### config.mk
export PLATFORM = sky130hd
export DESIGN_NAME = gcd_datapath
export DESIGN_NICKNAME = d
export VERILOG_FILES = /design/src/rtl/gcd_datapath.sv
export SDC_FILE = /design/constraint.sdc
export NUM_CORES = 1
export LEC_CHECK = 0
export ABC_CLOCK_PERIOD_IN_PS = 2950
export CORE_MARGIN = 8
export CORE_UTILIZATION = 43
export CTS_CLUSTER_DIAMETER = 40
export DETAILED_ROUTE_END_ITERATION = 10
export GPL_TIMING_DRIVEN = 0
export HOLD_SLACK_MARGIN = 0.1
export PLACE_DENSITY = 0.74
export SETUP_SLACK_MARGIN = 0.15
export SYNTH_ARGS = -nofsm -noshare
export SYNTH_HDL_FRONTEND = slang
export SYNTH_SLANG_ARGS = --single-unit
### constraint.sdc
create_clock -name i_clk -period 2.95 [get_ports i_clk]
set_input_delay 0.7375 -clock i_clk [delete_from_list [all_inputs] [get_ports i_clk]]
set_output_delay 0.7375 -clock i_clk [all_outputs]
set_load 0.02 [all_outputs]
### src/rtl/gcd_datapath.sv
// +----------------------------------------------------------------------------+
// | gcd_datapath: GCD operand registers, subtract step, compare status and     |
// | result capture. Optional iteration counter enabled by GCD_ITER_CNT_EN.     |
// | Revision: 1.0                                                              |
// +----------------------------------------------------------------------------+
`default_nettype none

module gcd_datapath #(
  parameter int WIDTH = 16,
  parameter int CNT_W = 16
) (
  input  logic             i_clk,
  input  logic             i_rst,
  input  logic [WIDTH-1:0] data_in,
  input  logic             load_A,
  input  logic             load_B,
  input  logic             s_in1,
  input  logic             s_in2,
  input  logic             s_in3,
  input  logic             done,
  output logic             EQ,
  output logic             LT,
  output logic             GT,
  output logic [WIDTH-1:0] res_data,
  output logic             res_valid,
  input  logic             res_ready,
  output logic             zero_err,
  output logic             overrun,
  output logic [CNT_W-1:0] iter_cnt
);

  logic [WIDTH-1:0] a_q, a_d, b_q, b_d, sub;
  logic [WIDTH-1:0] res_data_q, res_data_d;
  logic             res_valid_q, res_valid_d;
  logic             zero_err_q, zero_err_d;
  logic             overrun_q, overrun_d;
  logic             done_q, done_d;
  logic             done_rise, pop;

  always_comb begin
    // s_in1 has priority; s_in2 alone and neither-set both select A-B
    sub = s_in1 ? (b_q - a_q) : (a_q - b_q);
    if (s_in2) sub = s_in1 ? (b_q - a_q) : (a_q - b_q);

    a_d = a_q;
    b_d = b_q;
    if (load_A) a_d = s_in3 ? data_in : sub;
    if (load_B) b_d = s_in3 ? data_in : sub;

    zero_err_d = zero_err_q |
                 (s_in3 & (load_A | load_B) & (data_in == {WIDTH{1'b0}}));

    done_d    = done;
    done_rise = done & ~done_q;
    pop       = res_valid_q & res_ready;

    res_data_d  = res_data_q;
    res_valid_d = res_valid_q;
    overrun_d   = overrun_q;
    if (done_rise) begin
      if (!res_valid_q || pop) begin
        res_data_d  = a_q;
        res_valid_d = 1'b1;
      end else begin
        overrun_d = 1'b1;
      end
    end else if (pop) begin
      res_valid_d = 1'b0;
    end
  end

  always_ff @(posedge i_clk) begin
    if (i_rst) begin
      a_q         <= '0;
      b_q         <= '0;
      res_data_q  <= '0;
      res_valid_q <= 1'b0;
      zero_err_q  <= 1'b0;
      overrun_q   <= 1'b0;
      done_q      <= 1'b0;
    end else begin
      a_q         <= a_d;
      b_q         <= b_d;
      res_data_q  <= res_data_d;
      res_valid_q <= res_valid_d;
      zero_err_q  <= zero_err_d;
      overrun_q   <= overrun_d;
      done_q      <= done_d;
    end
  end

  assign EQ        = (a_q == b_q);
  assign LT        = (a_q <  b_q);
  assign GT        = (a_q >  b_q);
  assign res_data  = res_data_q;
  assign res_valid = res_valid_q;
  assign zero_err  = zero_err_q;
  assign overrun   = overrun_q;

`ifdef GCD_ITER_CNT_EN
  logic [CNT_W-1:0] iter_cnt_q, iter_cnt_d;

  // A fresh A operand starts a new problem; subtract steps saturate
  always_comb begin
    iter_cnt_d = iter_cnt_q;
    if (load_A && s_in3)
      iter_cnt_d = '0;
    else if ((load_A || load_B) && !s_in3 && (iter_cnt_q != {CNT_W{1'b1}}))
      iter_cnt_d = iter_cnt_q + 1'b1;
  end

  always_ff @(posedge i_clk) begin
    if (i_rst) iter_cnt_q <= '0;
    else       iter_cnt_q <= iter_cnt_d;
  end

  assign iter_cnt = iter_cnt_q;
`else
  assign iter_cnt = {CNT_W{1'b0}};
`endif

endmodule

`default_nettype wire

**Drive-strength map**

Drawn at 3 px/um.
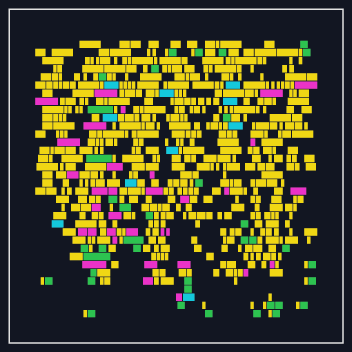
| color | size | cells |
|---|---|---|
| green | _3 and _4 cells | 38 |
| yellow | _0 and _1 cells | 491 |
| cyan | _6 and larger | 10 |
| magenta | _2 cells | 33 |

**Clock wiring as the flow saved it**

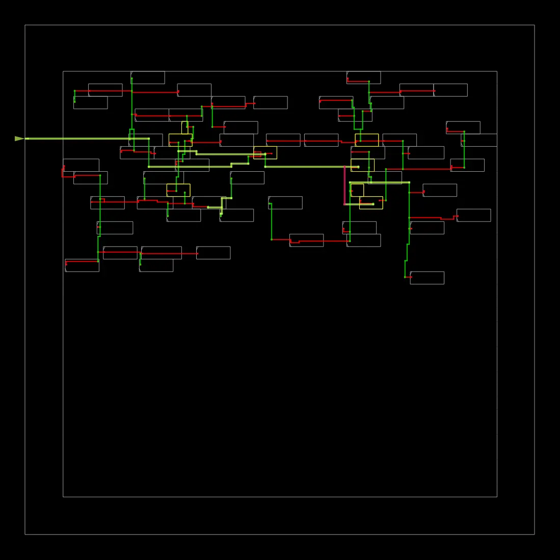
Clock Sink Count: 52
FFs & Latches: 52
Clk. pwr: 0.427 mW
Worst Skew: 0.00698 ns
Worst-Skew Late Latency: 0.31 ns

**Port wiring**

Drawn at 4 px/um.
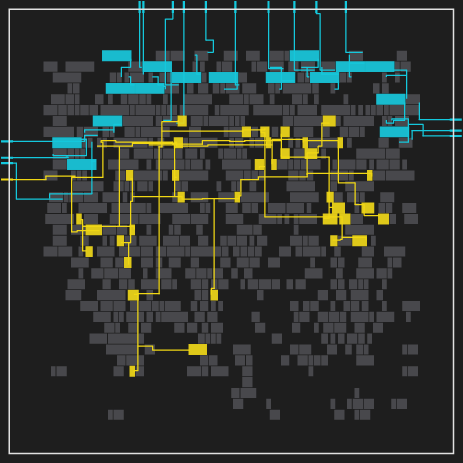
| color | port | bits | direction | edge | end cells | buffers | wire |
|---|---|---|---|---|---|---|---|
| yellow | s_in3 | 1 | input | left | 36 | 4 | 609 um |
| cyan | res_data | 16 | output | 10 top, 3 left, 3 right | 16 | 16 | 456 um |
I/O pin total: 63
I/O Buffers: 42

==> Slide: Implementation Results <==
Flow Results at a Glance

Timing
  – Fin Hold WS: between 0.4 and 0.5 ns
  – Final setup viols: 1
  – Final worst slack: -0.00790 ns
  – Worst-margin pin slew: around 0.59 ns
  – Setup TNS: -0.00790 ns
  – Pins Over Slew Limit: 0
  – Fin crit share: 100%
  – Max Fclk: between 300 and 400 MHz

Power
  – Switching Share: 41.2%
  – Power Total: 2.52 mW
  – Top power group: combinational logic
  – Clock Power Share: 16.9%
  – Power share of the combinational group: 50.0%
  – Flop pwr share: 33.0%
  – Comb. pwr: 1.26 mW
  – Peak supply drop: 245 uV
  – Internal power: approximately 1.5 mW

Clocking
  – Clock slew at reported path FFs: 0.09 ns
  – CTS Hold Buffers Added: 0
  – TritonCTS clock tree: done
  – Cts bufs inserted: 5
  – Post-CTS Setup Bufs: 6
  – CTS root buf: clkbuf_8

Logic synthesis
  – Yosys Chip Area: ~3900 um^2
  – Ys Warns: 0
  – Seq share, synth: between 20% and 30%
  – Cell taking the most area after synthesis: dfxtp_1
  – Number of enable flip-flop cells: 0
  – Post-synth top area share: 27.0%
  – Synth flops: 52
  – Cell area after synthesis: just under 4000 um^2
  – Synth unique cells: 62

Cells and area
  – Clock buffers: 7
  – Dominant kind of cell: combinational gates
  – Final non-clock buffer share: 16.1%
  – Logic area: 2500 um^2
  – Non-clock inverters: 38
  – Final net count: 631
  – N_diodes: 0
  – Logic share of the area: a little over half
  – Reg area: around 1100 um^2
  – Filler cell count: 819
  – Share of layout cells above drive strength 1: 14.2%
  – Layout area overhead: 21.5%
  – Utilization after layout: 53.7%
  – MI comb cells: 378
  – Most frequent cells in the layout: nand2_1, a21oi_1, dfxtp_1
  – Final Cell Area: roughly 4700 um^2
  – Signal buffers: roughly 96
  – Commonest Layout Cell: nand2_1

Setup path
  – CP Class: register to primary output
  – Crit path launch: a_q[0]$_SDFFE_PP0P_
  – Worst Path Buf+Inv: 2
  – Slowest-stage cell, CP: dfxtp_4
  – Reg2reg start: a_q[13]$_SDFFE_PP0P_
  – CP arrival: 2.22 ns
  – Critical path required time: 2.21 ns
  – Termination of the worst setup path: GT
  – CP Max Fanout: 2
  – Reg2reg end: a_q[15]$_SDFFE_PP0P_
  – CP cell instances: inv_4 > ha_4 > fa_2 > nor2b_2 > o21ai_2 > a21o_1 > a21oi_2 > nor2_1 > o21a_1 > nor2_2 > buf_6
  – Startpoint Class: register
  – CP delay by family, top: AND-OR/OR-AND gates
  – Max incr delay on CP: 0.39 ns

Routing
  – DR WL/cell: 17.9 um
  – Via/cell ratio: 5.70
  – Routed WL: 12,200 um
  – Antenna-violating nets left: 0
  – Routed via count: 3,877
  – Drc violations: 0
  – DRT Pass-1 Iters: 5

Placement
  – Cell Area, Placed: 4480 um^2
  – GP Congestion: between 0.9 and 1

Global route
  – Initial antenna violation count: 0
  – First-pass GRT wire length: 19,300 um
  – Vias in the first global route: 3,894
  – Largest net degree at the start of global routing: 16
  – GRT Residual Overflow: 0

Worst hold path
  – Min-Delay Path Depth: 2
  – Worst Hold Class: register to register
  – Hold EP: res_data[6]$_SDFFE_PP0P_

Run
  – Tool Warnings: 46
  – Max Cap Violations: 0

Status
  – Outcome: finished, violations left
  – Failing checks: negative setup slack

Die
  – Fp_density: between 40% and 50%
  – FP Rows: 34
-- layer usage --
layer  routed length [um]  global-route usage, %  vias up  part of all wire [%]
li1                     -                      -     1866                     -
met1                 5130                   22.6     1817                    42
met3                  813                   3.68       34                   6.7
met2                 5720                   31.9      160                    47
met5                    0                      0        -                     0
met4                  503                   8.29        0                   4.1
-- cell families (layout without fill, tap and decap cells) --
family | after synthesis | after routing | share of synthesized area, %
mux | 10 | 10 | 2.66
xor+xnor | 9 | 9 | 2.04
fa+ha+maj | 35 | 35 | 11.7
simple gates | 159 | 159 | 19.9
flops | 52 | 52 | 27.0
compound gates | 149 | 149 | 25.9
buf+inv | 84 | 142 | 10.7
other cells | 1 | 16 | 0.0972
Power figures rest on the tool's default switching activity, not on a simulated workload.
